===== src/rtl/eth_latency_measurer_tx.sv =====
// Purpose : builds one fixed 60-byte Ethernet/IPv4/ICMP echo frame per start pulse and streams it
//           out as 8-bit AXI-Stream; the frame layout matches the latency measurer receive path.
// Ports   : clk/rst (async active-high); mac/ip/frame_id/log_id/ping_id config sampled on start;
//           start trigger; busy, tx_count status; m_axis_* 8-bit stream master.
// Latency : first tvalid 3 cycles after the start edge (2 checksum cycles); 60 beats, no bubbles.
// Backpressure: tdata/tlast hold while tvalid && !tready; byte index advances only on handshake.
// Option  : define ETH_LATENCY_TX_CHECKSUM_EN to fill the IP and ICMP checksum bytes; otherwise
//           they are sent as zero and the adders are left out (latency is the same either way).
module eth_latency_measurer_tx #(
    parameter int C_MODE = 0   // 0: echo request (type 0x08), 1: echo reply (type 0x00)
) (
    input  logic        clk,
    input  logic        rst,
    input  logic [47:0] mac_addr_src,
    input  logic [47:0] mac_addr_dst,
    input  logic [31:0] ip_addr_src,
    input  logic [31:0] ip_addr_dst,
    input  logic [15:0] frame_id,
    input  logic [15:0] log_id,
    input  logic [15:0] ping_id,
    input  logic        start,
    output logic        busy,
    output logic [31:0] tx_count,
    output logic [7:0]  m_axis_tdata,
    output logic        m_axis_tlast,
    output logic        m_axis_tvalid,
    input  logic        m_axis_tready
);

    typedef enum logic [1:0] {
        IDLE  = 2'd0,
        CSUM1 = 2'd1,
        CSUM2 = 2'd2,
        SEND  = 2'd3
    } state_t;

    localparam logic [7:0] ICMP_TYPE = (C_MODE != 0) ? 8'h00 : 8'h08;
    localparam logic [5:0] LAST_IDX  = 6'd59;

    state_t       state_q, state_d;
    // Header bytes 0..41, byte i lives at bits [335-8i -: 8] so the concatenation reads in wire order.
    logic [335:0] hdr_q, hdr_d;
    logic [5:0]   idx_q, idx_d;
    logic [31:0]  tx_count_q, tx_count_d;
    logic [335:0] hdr_new;
    logic [335:0] hdr_shift;

    // Checksum fields are zero here; the checksum words then sum as if the field were absent.
    assign hdr_new = {mac_addr_dst, mac_addr_src, 16'h0800,
                      32'h4500_001C, frame_id, 32'h4000_4001, 16'h0000,
                      ip_addr_src, ip_addr_dst,
                      ICMP_TYPE, 8'h00, 16'h0000, log_id, ping_id};

`ifdef ETH_LATENCY_TX_CHECKSUM_EN
    logic [31:0] ip_sum_q, ip_sum_d;
    logic [31:0] icmp_sum_q, icmp_sum_d;

    // Two end-around folds always absorb every carry of a sum of at most 16 words.
    function automatic logic [15:0] fold_inv(input logic [31:0] s);
        logic [31:0] t;
        t = {16'h0000, s[31:16]} + {16'h0000, s[15:0]};
        t = {16'h0000, t[31:16]} + {16'h0000, t[15:0]};
        return ~t[15:0];
    endfunction
`endif

    always_comb begin
        state_d    = state_q;
        hdr_d      = hdr_q;
        idx_d      = idx_q;
        tx_count_d = tx_count_q;
`ifdef ETH_LATENCY_TX_CHECKSUM_EN
        ip_sum_d   = ip_sum_q;
        icmp_sum_d = icmp_sum_q;
`endif
        case (state_q)
            IDLE: begin
                if (start) begin
                    hdr_d   = hdr_new;
                    idx_d   = 6'd0;
                    state_d = CSUM1;
                end
            end
            CSUM1: begin
`ifdef ETH_LATENCY_TX_CHECKSUM_EN
                // IP header bytes 14..33 and ICMP bytes 34..41 (padding excluded).
                ip_sum_d = 32'(hdr_q[223:208]) + 32'(hdr_q[207:192]) + 32'(hdr_q[191:176])
                         + 32'(hdr_q[175:160]) + 32'(hdr_q[159:144]) + 32'(hdr_q[143:128])
                         + 32'(hdr_q[127:112]) + 32'(hdr_q[111:96])  + 32'(hdr_q[95:80])
                         + 32'(hdr_q[79:64]);
                icmp_sum_d = 32'(hdr_q[63:48]) + 32'(hdr_q[47:32])
                           + 32'(hdr_q[31:16]) + 32'(hdr_q[15:0]);
`endif
                state_d = CSUM2;
            end
            CSUM2: begin
`ifdef ETH_LATENCY_TX_CHECKSUM_EN
                hdr_d[143:128] = fold_inv(ip_sum_q);    // bytes 24-25
                hdr_d[47:32]   = fold_inv(icmp_sum_q);  // bytes 36-37
`endif
                state_d = SEND;
            end
            SEND: begin
                if (m_axis_tready) begin
                    if (idx_q == LAST_IDX) begin
                        idx_d      = 6'd0;
                        tx_count_d = tx_count_q + 32'd1;
                        state_d    = IDLE;
                    end else begin
                        idx_d = idx_q + 6'd1;
                    end
                end
            end
            default: state_d = IDLE;
        endcase
    end

    always_ff @(posedge clk or posedge rst) begin
        if (rst) begin
            state_q    <= IDLE;
            hdr_q      <= '0;
            idx_q      <= 6'd0;
            tx_count_q <= 32'd0;
`ifdef ETH_LATENCY_TX_CHECKSUM_EN
            ip_sum_q   <= 32'd0;
            icmp_sum_q <= 32'd0;
`endif
        end else begin
            state_q    <= state_d;
            hdr_q      <= hdr_d;
            idx_q      <= idx_d;
            tx_count_q <= tx_count_d;
`ifdef ETH_LATENCY_TX_CHECKSUM_EN
            ip_sum_q   <= ip_sum_d;
            icmp_sum_q <= icmp_sum_d;
`endif
        end
    end

    // Bring the current byte to the top; indices 42..59 are padding.
    assign hdr_shift = hdr_q << {idx_q, 3'b000};

    always_comb begin
        m_axis_tvalid = (state_q == SEND);
        m_axis_tlast  = m_axis_tvalid && (idx_q == LAST_IDX);
        m_axis_tdata  = 8'h00;
        if (m_axis_tvalid && (idx_q < 6'd42)) begin
            m_axis_tdata = hdr_shift[335:328];
        end
    end

    assign busy     = (state_q != IDLE);
    assign tx_count = tx_count_q;

endmodule


===== config.mk =====
export PLATFORM = sky130hd
export DESIGN_NAME = eth_latency_measurer_tx
export DESIGN_NICKNAME = d
export VERILOG_FILES = /design/src/rtl/eth_latency_measurer_tx.sv
export SDC_FILE = /design/constraint.sdc
export NUM_CORES = 1
export LEC_CHECK = 0
export ABC_AREA = 1
export CORE_MARGIN = 2
export CORE_UTILIZATION = 55
export CTS_CLUSTER_DIAMETER = 40
export DETAILED_ROUTE_END_ITERATION = 10
export PLACE_DENSITY = 0.85
export SYNTH_ARGS = -nofsm -noshare
export SYNTH_HDL_FRONTEND = slang
export SYNTH_SLANG_ARGS = --single-unit
export TNS_END_PERCENT = 1

===== constraint.sdc =====
create_clock -name clk -period 13.7 [get_ports clk]
set_clock_uncertainty 0.15 [all_clocks]
set_input_delay 1.37 -clock clk [delete_from_list [all_inputs] [get_ports clk]]
set_output_delay 1.37 -clock clk [all_outputs]
set_load 0.02 [all_outputs]

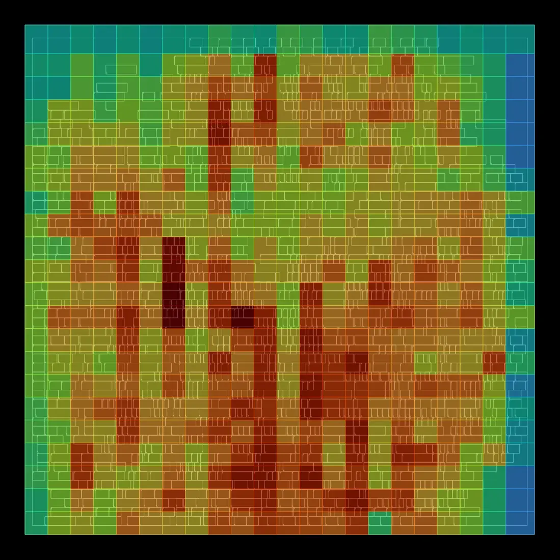
**Above:** routing congestion.
total track usage: 0.3077
GRT busiest layer: met2
met2 Resource Use GR: 0.5137
fin util: 0.7453

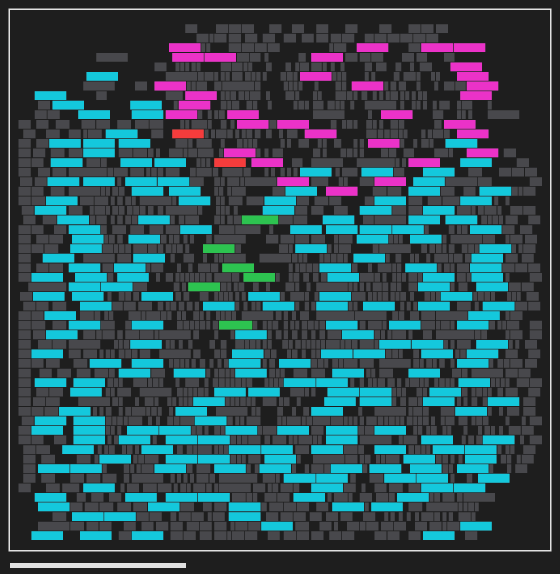
**Above:** sequential cells grouped by signal name.
Scale bar: 50 um. Other cells in gray.
[magenta] `tx_count` | flops: 32
[red] `state_q` | flops: 2
[green] `idx_q` | flops: 6 | where: center
[cyan] `hdr_q` | flops: 209

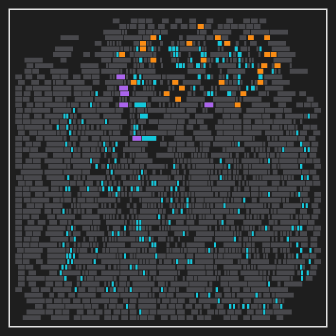
**Above:** gate-type map.
[purple] fa/ha/maj cells | cells: 6 | most used: ha_1
[orange] xor and xnor cells | cells: 26 | most used: xor2_1
[cyan] nor cells | cells: 207 | most used: nor2_1 | where: widely spread

==> flow_metrics.py <==
# Synthesis and PnR figures
metrics = {
    "power_and_ir_drop": {
        "comb-power_mw": 1.05,
        "vdd_drop_max_v": 0.0001502,
        "p_leak_nw": 7.366,
        "power-top-group": "registers",
        "pg_clk_mw": 1.02,
        "p_total_mw": 3.319,
        "power-per-cell-area_mw_per_mm2": 203.4,
        "p_seq_frac": 0.377,
    },
    "layout": {
        "largestClassByArea": "flip-flops and latches",
        "largest_reg_flops": 209,
        "top_register": "hdr_q",
        "n_all_inverters": 115,
        "logic_gate_count": 940,
        "fillers": 1530,
        "n_all_buffers": 262,
        "clockNetworkAreaShare": 0.08351,
        "combGateArea_mm2": 0.005323,
        "most-common-layout-cells": "267 x nand2_1, 254 x clkdlybuf4s50_1, 247 x dfrtp_1",
        "buf_share": 0.1595,
    },
    "clock_network": {
        "tritoncts": "yes",
        "cts_root_buffer": "clkbuf_16",
        "cts_buffers": 37,
        "cts_sinks": 249,
        "htree_levels": 2,
        "clk_path_buf_depth": 3,
    },
    "final_timing": {
        "finalCriticalPeriod_ns": 5.408,
        "tightest_slew_ns": 1.019,
        "slew-limit-headroom": 0.3096,
        "min_period_over_period": 0.3947,
        "whs_ns": 0.3498,
        "finalSetupTns_ns": 0,
    },
    "routing": {
        "antenna_left": 0,
        "firstDrtPassIters": 6,
        "top_layer": "met4",
        "drtIter0Drc": 924,
        "vias_per_cell": 5.688,
    },
    "hold_path": {
        "min-delay-path-class": "flip-flop to flip-flop",
        "min_to": "hdr_q[23]",
        "holdCritStartpoint": "hdr_q[23]",
    },
    "logic_synthesis": {
        "synthTopLogicFamily": "simple AND/OR/NAND/NOR gates",
        "synthCells": 1376,
        "yosys_area_mm2": 0.01230,
        "ys_sh_xor": 0.01852,
        "ys.flops": 249,
        "top_cells_by_area": "dfrtp_1 51%, mux2_2 13%, nand2_1 8.2%, nor2_1 5.6%, a21oi_1 3.9%",
        "syn_avg_cell_area_um2": 8.938,
        "floorplan.nets": 1594,
        "largest_area_cell": "dfrtp_1",
        "ys_types": 37,
        "ys_sh_simple": 0.1900,
    },
    "global_routing": {
        "grt_pass1_vias": 11143,
        "grt_pass1_wl_um": 58130,
        "grt_use_met1": 0.3958,
    },
    "setup_path": {
        "cpPeakStageDelay_ns": 0.72,
        "endpoint_kind": "output port",
        "cp.arrival_ns": 3.89,
        "rr_endpoint": "hdr_q[310]",
        "worst-path-buf-inv": 3,
        "reg2reg_depth": 6,
        "cp_top_family": "buffers and inverters",
        "crit_start": "idx_q[0]",
        "r2r_slack_ns": 10.04,
        "cp.depth": 11,
    },
    "floorplanning": {
        "die_h_um": 153.5,
        "fp_util": 0.5618,
        "core_mm2": 0.02189,
    },
    "placement": {
        "dp_slack_ns": 8.891,
        "gp_congestion": 0.9277,
        "io_buffers": 254,
        "placed_cells": 1846,
    },
    "outcome": {
        "status": "finished clean",
    },
}
Power is estimated from default activity; no workload was simulated.
